### config.mk
export PLATFORM = sky130hd
export DESIGN_NAME = call_ctrl
export DESIGN_NICKNAME = d
export VERILOG_FILES = /design/src/rtl/call_ctrl.sv
export SDC_FILE = /design/constraint.sdc
export NUM_CORES = 1
export LEC_CHECK = 0
export CAP_MARGIN = 20
export CORE_MARGIN = 4
export CORE_UTILIZATION = 37
export DETAILED_ROUTE_END_ITERATION = 10
export HOLD_SLACK_MARGIN = 0.02
export PLACE_DENSITY = 0.71
export SLEW_MARGIN = 30
export SYNTH_ARGS = -nofsm -noshare
export SYNTH_HDL_FRONTEND = slang
export SYNTH_SLANG_ARGS = --single-unit
### constraint.sdc
create_clock -name clk -period 2.7 [get_ports clk]
set_input_delay 0.54 -clock clk [delete_from_list [all_inputs] [get_ports clk]]
set_output_delay 0.54 -clock clk [all_outputs]
set_load 0.01 [all_outputs]
### src/rtl/call_ctrl.sv
// Call/return sequencer driving an external return-address stack and the PC mux.
// Every output is registered; the stack answers a pop strobe one cycle later on pop_data.
module call_ctrl #(
    parameter int AW    = 10,
    parameter int DEPTH = 8
) (
    input  logic                       clk,
    input  logic                       reset,
    input  logic                       call,
    input  logic                       ret,
    input  logic [AW-1:0]              pc,
    input  logic [AW-1:0]              target,
    input  logic [AW-1:0]              pop_data,
    input  logic                       err_clr,
    output logic                       pushsignal,
    output logic                       popsignal,
    output logic [AW-1:0]              push,
    output logic                       pc_sel,
    output logic [AW-1:0]              pc_next,
    output logic                       stall,
    output logic [$clog2(DEPTH):0]     depth,
    output logic                       ovf,
    output logic                       unf
);
    localparam int DW = $clog2(DEPTH) + 1;
    localparam logic [DW-1:0] FULL = DW'(DEPTH);

    typedef enum logic [2:0] {
        IDLE  = 3'd0,
        CALL  = 3'd1,
        POP   = 3'd2,
        WAIT  = 3'd3,
        REDIR = 3'd4
    } state_t;

    state_t          state_q, state_d;
    logic            pushsignal_q, pushsignal_d;
    logic            popsignal_q, popsignal_d;
    logic [AW-1:0]   push_q, push_d;
    logic            pc_sel_q, pc_sel_d;
    logic [AW-1:0]   pc_next_q, pc_next_d;
    logic            stall_q, stall_d;
    logic [DW-1:0]   depth_q, depth_d;
    logic            ovf_q, ovf_d;
    logic            unf_q, unf_d;

    always_comb begin
        state_d      = state_q;
        pushsignal_d = 1'b0;
        popsignal_d  = 1'b0;
        pc_sel_d     = 1'b0;
        push_d       = push_q;
        pc_next_d    = pc_next_q;
        depth_d      = depth_q;
        // A new error in the same cycle as err_clr overrides the clear below.
        ovf_d        = err_clr ? 1'b0 : ovf_q;
        unf_d        = err_clr ? 1'b0 : unf_q;

        unique case (state_q)
            IDLE: begin
                if (ret) begin
                    if (depth_q != '0) begin
                        state_d     = POP;
                        popsignal_d = 1'b1;
                        depth_d     = depth_q - DW'(1);
                    end else begin
                        unf_d = 1'b1;
                    end
                end else if (call) begin
                    if (depth_q < FULL) begin
                        state_d      = CALL;
                        pushsignal_d = 1'b1;
                        pc_sel_d     = 1'b1;
                        push_d       = pc + AW'(1);
                        pc_next_d    = target;
                        depth_d      = depth_q + DW'(1);
                    end else begin
                        ovf_d = 1'b1;
                    end
                end
            end
            CALL:  state_d = IDLE;
            POP:   state_d = WAIT;
            WAIT: begin
                state_d   = REDIR;
                pc_sel_d  = 1'b1;
                pc_next_d = pop_data;
            end
            REDIR: state_d = IDLE;
            default: state_d = IDLE;
        endcase

        stall_d = (state_d != IDLE);
    end

    always_ff @(posedge clk or posedge reset) begin
        if (reset) begin
            state_q      <= IDLE;
            pushsignal_q <= 1'b0;
            popsignal_q  <= 1'b0;
            push_q       <= '0;
            pc_sel_q     <= 1'b0;
            pc_next_q    <= '0;
            stall_q      <= 1'b0;
            depth_q      <= '0;
            ovf_q        <= 1'b0;
            unf_q        <= 1'b0;
        end else begin
            state_q      <= state_d;
            pushsignal_q <= pushsignal_d;
            popsignal_q  <= popsignal_d;
            push_q       <= push_d;
            pc_sel_q     <= pc_sel_d;
            pc_next_q    <= pc_next_d;
            stall_q      <= stall_d;
            depth_q      <= depth_d;
            ovf_q        <= ovf_d;
            unf_q        <= unf_d;
        end
    end

    assign pushsignal = pushsignal_q;
    assign popsignal  = popsignal_q;
    assign push       = push_q;
    assign pc_sel     = pc_sel_q;
    assign pc_next    = pc_next_q;
    assign stall      = stall_q;
    assign depth      = depth_q;
    assign ovf        = ovf_q;
    assign unf        = unf_q;
endmodule

==> run_1/met2.png <==
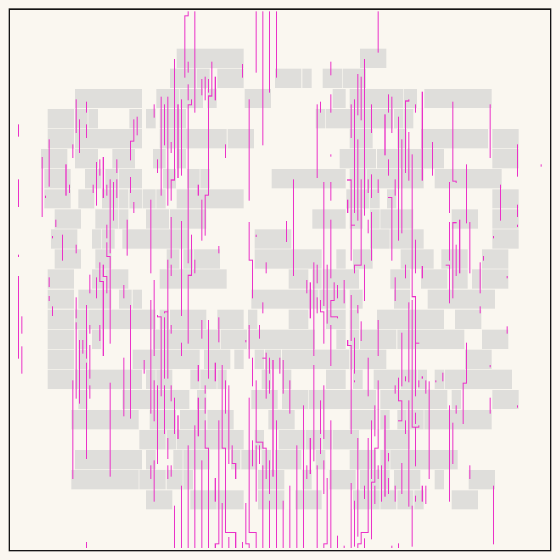
The layer carries 1,840 um of wire. The layer holds 50% of the routed length. 224 nets have wire on it.

==> run_1/met1.png <==
Bar = 20 um. Supply wires on this layer in gray.
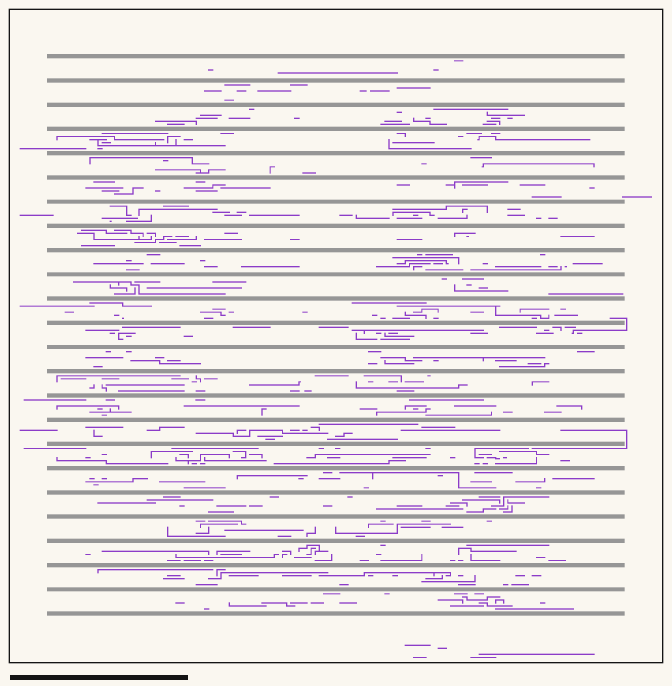
The layer holds 40% of the routed length. 232 nets have wire on it. The layer carries 1,470 um of wire.

==> job_summary.md, run 1 <==
### Metrics collected by this job

| Metric | Value |
|---|---|
| Run status | `complete, no violations` |
| Final nets | `269` |
| Count of state elements after synthesis | `33` |
| Most used DFF post-synth | `dfrtp_1` |
| Clock root buffer | `clkbuf_8` |
| Number of cells in the finished layout apart from fillers | `281` |
| Category of the most critical setup path | `input pin to flip-flop` |
| Peak Freq | `0.5218 GHz` |
| Top logic cell family in the synthesized netlist | `simple AND/OR/NAND/NOR gates` |
| Reg2Reg Launch Point | `state_q[2]$_DFF_PP0_` |
| Post-synth tally of flip-flops with integrated enable | `0` |
| Total grt overflow | `0` |
| # port buffers | `64` |
| Number of buffers between clock root and the deepest sink | `2` |
| Area share of xor/xnor cells in the synthesized design | `0.06126` |
| CTS H-Tree Depth | `2` |
| Time the final worst path needs with I/O delays and setup | `1.916 ns` |
| Global-route wire length before repair | `5.975 mm` |
| Number of multi-input combinational cells in the layout | `114` |
| Final setup vio count | `0` |
| DR pass1 iterations | `5` |
| Metal3 WL | `217 um` |
| CP delay by family, top | `buffers and inverters` |
| Worst flop-to-flop path endpoint | `pc_next[1]$_DFFE_PP0P_` |
| Nature of the critical path endpoint | `flip-flop` |
| Total global routing track utilization | `0.1459` |
| Post-Place Cell Area | `2272 sq um` |
| Number of DRC markers after the initial detailed-route iteration | `63` |
| Bufs w/o clock | `67` |
| Worst VDD drop | `0.5257 mV` |
| Chip area | `5358 sq um` |
| Seq power | `873 uW` |
| Most used logic cell in the final layout | `clkdlybuf4s50_1` |
| Comb power frac | `0.467` |
| Leakage | `1.053 nW` |
| Filler cell count in the final layout | `358` |
| Cell class with the largest area share | `flip-flops and latches` |
| Worst-case register-to-register setup slack | `1.05 ns` |
| Highest-power group | `combinational logic` |
| DP Worst Slack | `0.5066 ns` |
| I/O pin cnt | `65` |
| Register area | `825.8 sq um` |
| Net count of the mapped netlist | `201` |
| Clock power share | `0.162` |
| Cell depth of the worst hold path | `2` |
| Top cells by count | `nand2_1, dfrtp_1, nor2_1, a31oi_1, o21ai_0` |
| Post-synthesis cell type with the largest instance count | `nand2_1` |
| Combined area of the multi-input logic cells | `686.9 sq um` |
| Clk slew on worst S/H paths | `0.07 ns` |
| Number of clock-tree buffers in the layout | `6` |
| Number of CTS-inserted buffers | `5` |
| Final non-clock buffer share | `0.2800` |
| Yosys Instances | `162` |
| Number of buffers and inverters on the critical path | `1` |
| Count of placed standard cells including taps | `273` |
| Hold EP | `push[3]$_DFFE_PP0P_` |
| Highest fanout seen on the critical path | `7` |
| Total power density per cell area | `995.8 nW/um^2` |
| Min-Delay Path Class | `flip-flop to flip-flop` |
| FP Core Util | `0.3876` |
| Net switching power of the design | `821.4 uW` |
| Detailed placement HPWL | `2.740 mm` |
| Setup repair after global routing missed its margin | `no` |
| Met2 layer wire length in the routed design | `1.835 mm` |
| Clock sink total | `33` |
| Number of cells on the critical path | `6` |
| Cts repair resizes | `0` |
| Final setup slack of the worst path | `0.7837 ns` |
| Type of origin of the critical path | `input pin` |
| Core area | `4058 sq um` |
| Combinational share of cell area | `0.2900` |
| Post-synthesis sequential area ratio | `0.5251` |
| Flop share of the area | `0.3487` |
| Worst setup endpoint | `depth[3]$_DFFE_PP0P_` |
| Slew @ Worst Pin | `0.7919 ns` |
| Met3 GRT Util | `0.03168` |
| Insertion delay at the late pin of the worst-skew pair | `0.28 ns` |
| Number of vias after detailed routing | `1,363` |
| CP Data Arrival Time | `2.07 ns` |
| Met1 layer wirelength in the final routing | `1.472 mm` |
| GP Congestion | `0.7071` |
| Overall die height | `73.20 um` |
| Number of rows created at floorplan | `23` |
| Power drawn by the combinational cells | `1.10 mW` |
| Met2 Resource Use GR | `0.2453` |
| Synth area leader | `dfrtp_1` |
| Top library cells by usage in the layout, fill and taps aside | `clkdlybuf4s50_1, nand2_1, dfrtp_1, nor2_1, a31oi_1` |
| Detailed Route WL | `3.643 mm` |
| Max stage delay on crit path | `0.62 ns` |
| Final Util | `0.5837` |
| Synth Cell Area | `1573 sq um` |
| Gate count after technology mapping | `162` |
| Largest clock skew in the final design | `0.008938 ns` |
| Share of cell area taken by muxes after synthesis | `0` |
| Final hold violation count | `0` |
| Hold buffer count at CTS | `0` |
| Layout cells sized above 1 | `0.08225` |
| Net switching share of the total power | `0.3483` |
| Crit. Startpoint | `ret` |
| Most used routing layer | `met2` |
| Crit-path slowest cell | `clkdlybuf4s50_1` |
==> run_1/met3.png <==
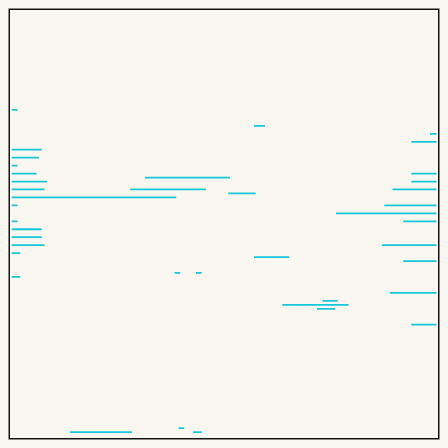
The layer holds 6.0% of the routed length. The wires run mostly horizontal. The layer carries 218 um of wire.

==> run_1/cell_classes.png <==
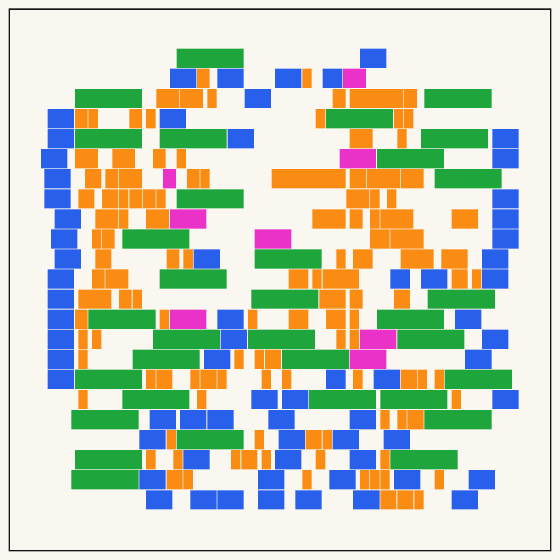

==> inputs of run 2 (changes only) <==
PLACE_DENSITY = 0.73   (was 0.71)
clock period = 1.7 ns   (was 2.7 ns; I/O delays follow)
==> run_2/cell_classes.png <==
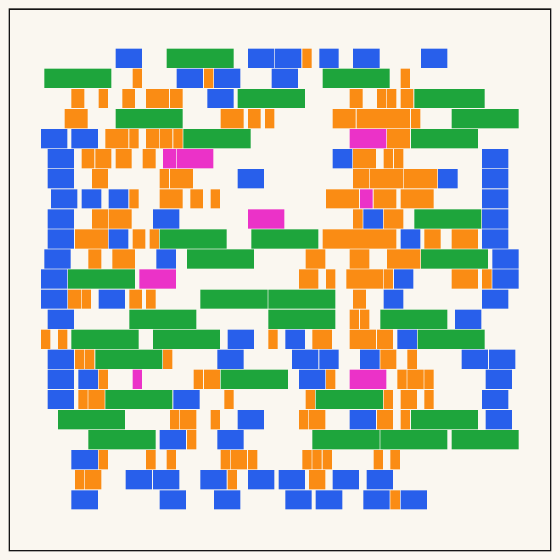
all other logic: marked orange, cells 123. clock drivers and dummy loads: marked magenta, cells 8. other buffers and delay cells: marked blue, cells 80. flip-flops: marked green, cells 33.

==> run_2/met1.png <==
Bar = 20 um. Supply wires on this layer in gray.
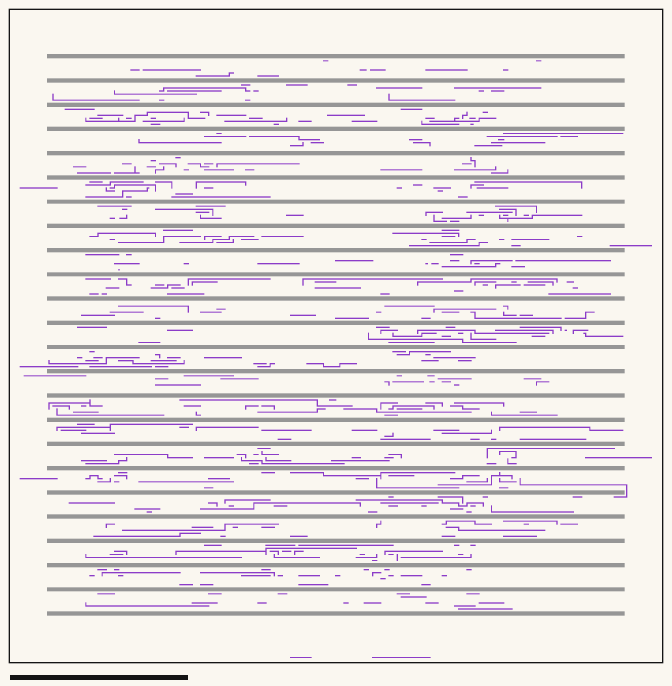
Detailed Route WL: 3.630 mm
fraction of met1 tracks used by global routing: 0.1703
number of vias after detailed routing: 1,390

==> run 2 against run 1 <==
Net effect: final area grew 3.9%; clock power grew 46%; clock skew is 0.0047 ns lower; critical path depth shrank 5; sequential power is about 60% higher; via count rose by 2.0%; worst setup slack lost 0.71 ns; critical endpoint is now depth[1]; highest routed layer unchanged.
==> job_summary.md, run 2 <==
### Metrics collected by this job

| Metric | Value |
|---|---|
| Cell internal pwr | `2.470 mW` |
| Synth Cell Area | `1573 sq um (unchanged)` |
| Highest-power group | `combinational logic` |
| FP Core Util | `0.3876 (unchanged)` |
| Total cell area reported by yosys after synthesis | `1573 sq um` |
| Max Transition Viols Final | `0` |
| Count of distinct cell types in the synthesized netlist | `31` |
| Clk slew on worst S/H paths | `0.07 ns (about the same)` |
| Most used DFF post-synth | `dfrtp_1` |
| Reg2Reg Launch Point | `state_q[2]$_DFF_PP0_` |
| Flip-flops | `33` |
| Antenna cells | `0` |
| Worst setup endpoint | `depth[1]` |
| CTS H-Tree Depth | `2 (unchanged)` |
| Filler cell count in the final layout | `377 (+5.3%)` |
| Nature of the critical path endpoint | `primary output` |
| Yosys Instances | `162 (unchanged)` |
| Chip area | `5358 sq um (unchanged)` |
| Combined area of the multi-input logic cells | `690.7 sq um (+0.55%)` |
| Combinational share of cell area | `0.2808 (-0.009243)` |
| Core area | `4058 sq um (unchanged)` |
| Count of placed standard cells including taps | `286 (+4.8%)` |
| Max layer used | `met4` |
| Time the final worst path needs with I/O delays and setup | `1.624 ns` |
| Share of cell area taken by muxes after synthesis | `0 (unchanged)` |
| Max-capacitance violation count | `0` |
| Number of DRC markers after the initial detailed-route iteration | `67 (+6.3%)` |
| Post-synth tally of flip-flops with integrated enable | `0 (unchanged)` |
| Worst slack on hold paths | `0.4375 ns` |
| I/O pin cnt | `65 (unchanged)` |
| Remaining max-slew budget at the tightest pin | `0.7275` |
| Leakage | `1.109 nW (+5.3%)` |
| Total power density per cell area | `1541 nW/um^2 (+55%)` |
| Post-synthesis sequential area ratio | `0.5251 (unchanged)` |
| Via density per instance | `4.728` |
| Total grt overflow | `0 (unchanged)` |
| Worst flop-to-flop path endpoint | `depth[1]$_DFFE_PP0P_` |
| Clock sink total | `33 (unchanged)` |
| Met2 layer wire length in the routed design | `1.815 mm (-1.1%)` |
| Required time at the worst-slack endpoint | `1.36 ns` |
| Setup repair after global routing missed its margin | `no` |
| Highest fanout seen on the critical path | `5 (-2)` |
| Peak Freq | `0.6158 GHz` |
| Gate count after technology mapping | `162 (unchanged)` |
| Number of clock-tree buffers in the layout | `6 (unchanged)` |
| GP Congestion | `0.7489 (+5.9%)` |
| Largest net degree at the start of global routing | `34` |
| DRC violations left | `0` |
| Worst VDD drop | `0.8137 mV (+55%)` |
| Logic depth of the worst register-to-register path | `4` |
| Met2 Resource Use GR | `0.2423 (-0.002979)` |
| Final nets | `282 (+4.8%)` |
| Seq power | `1.40 mW (+60%)` |
| Top logic cell family in the synthesized netlist | `simple AND/OR/NAND/NOR gates` |
| Net count of the mapped netlist | `201 (unchanged)` |
| Number of rows created at floorplan | `23 (unchanged)` |
| Final non-clock buffer share | `0.3093 (+0.02928)` |
| Insertion delay at the late pin of the worst-skew pair | `0.28 ns (about the same)` |
| # port buffers | `64 (unchanged)` |
| Async S/R FF share, synth | `1.000` |
| WL/cell | `12.35 um` |
| Post-Place Cell Area | `2370 sq um (+4.3%)` |
| Number of CTS-inserted buffers | `5 (unchanged)` |
| Clock power share | `0.148 (-0.014)` |
| Area share of xor/xnor cells in the synthesized design | `0.06126 (unchanged)` |
| Post-synthesis cell type with the largest instance count | `nand2_1` |
| Run status | `complete, no violations` |
| Final-layout setup total negative slack | `0 ns` |
| Vias in the first global route | `1,361` |
| Simple-Gate Fraction of Synth Area | `0.2005` |
| Crit-path cells | `clkdlybuf4s50_1` |
| Final setup vio count | `0 (unchanged)` |
| Number of buffers and inverters on the critical path | `1 (unchanged)` |
| Worst-case register-to-register setup slack | `0.22 ns (-0.83 ns)` |
| Flop share of the area | `0.3362 (-0.01244)` |
| Power drawn by the combinational cells | `1.83 mW (+66%)` |
| Top library cells by usage in the layout, fill and taps aside | `clkdlybuf4s50_1, nand2_1, dfrtp_1, nor2_1, buf_4` |
| Inverter count of the layout excluding clock inverters | `9` |
| Cts repair resizes | `0 (unchanged)` |
| Crit. Startpoint | `depth[1]$_DFFE_PP0P_` |
| Metal3 WL | `235 um (+8.3%)` |
| DP Worst Slack | `-0.2570 ns (-0.7636 ns)` |
| CP delay by family, top | `buffers and inverters` |
| Count of tool warnings | `26` |
| Sequential fraction of design power | `0.369` |
| Net switching share of the total power | `0.3485 (about the same)` |
| Most used logic cell in the final layout | `clkdlybuf4s50_1` |
| Post-route standard cell area excluding fillers | `2460 sq um` |
| Slew @ Worst Pin | `0.4088 ns (-0.3831 ns)` |
| Final hold violation count | `0 (unchanged)` |
| Adder-cell share of the synthesized area | `0.03660` |
| Number of multi-input combinational cells in the layout | `114 (unchanged)` |
| Detailed placement HPWL | `2.783 mm (+1.6%)` |
| Post-layout period usage of the worst path | `0.9552` |
| DR pass1 iterations | `4 (-1)` |
| Final setup slack of the worst path | `0.07610 ns (-0.7076 ns)` |
| Top-area cell share | `0.5251` |
| Number of cells on the critical path | `1 (-5)` |
| Clock root buffer | `clkbuf_8` |
| Yosys warning tally | `0` |
| Proportion of cell area spent on the clock network | `0.03357` |
| Crit-path slowest cell | `clkdlybuf4s50_1` |
| Clock tree from TritonCTS | `built` |
| Type of origin of the critical path | `flip-flop` |
| AO/OA Area Share | `0.1384` |
| Bufs w/o clock | `80 (+19%)` |
| Power consumption | `3.792 mW` |
| Max stage delay on crit path | `0.57 ns (-0.05 ns)` |
| Number of buffers between clock root and the deepest sink | `2 (unchanged)` |
| Overall die height | `73.20 um (unchanged)` |
| Power Clock | `561 uW` |
| Cell class with the largest area share | `flip-flops and latches` |
| Min-Delay Path Class | `input pin to asynchronous set/reset pin` |
| Layout cells sized above 1 | `0.1352 (+0.05299)` |
| CP Data Arrival Time | `1.28 ns (-0.79 ns)` |
| Register area | `827.0 sq um (+0.15%)` |
| Count of state elements after synthesis | `33 (unchanged)` |
| Hold buffer count at CTS | `0 (unchanged)` |
| Net switching power of the design | `1.321 mW (+61%)` |
| Largest clock skew in the final design | `0.004226 ns (-0.004712 ns)` |
| Comb power frac | `0.483 (+0.016)` |
| Number of cells in the finished layout apart from fillers | `294 (+4.6%)` |
| Top cells by count | `nand2_1, dfrtp_1, nor2_1, a31oi_1, o21ai_0` |
| Category of the most critical setup path | `flip-flop to primary output` |
| Post-detailed-route count of antenna-violating nets | `0` |
| Chip Width | `73.20 um` |
| Met1 layer wirelength in the final routing | `1.553 mm (+5.5%)` |
| Global-route wire length before repair | `5.961 mm (-0.23%)` |
| Synth area leader | `dfrtp_1` |
==> run_2/final_congestion.png <==
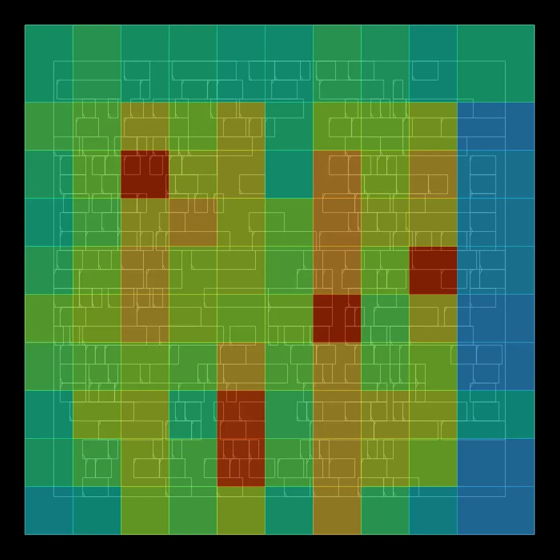
most used routing layer: met2
total global routing track utilization: 0.1449
Final Util: 0.6062
met3 GRT Util: 0.04408

Power figures rest on the tool's default switching activity, not on a simulated workload.
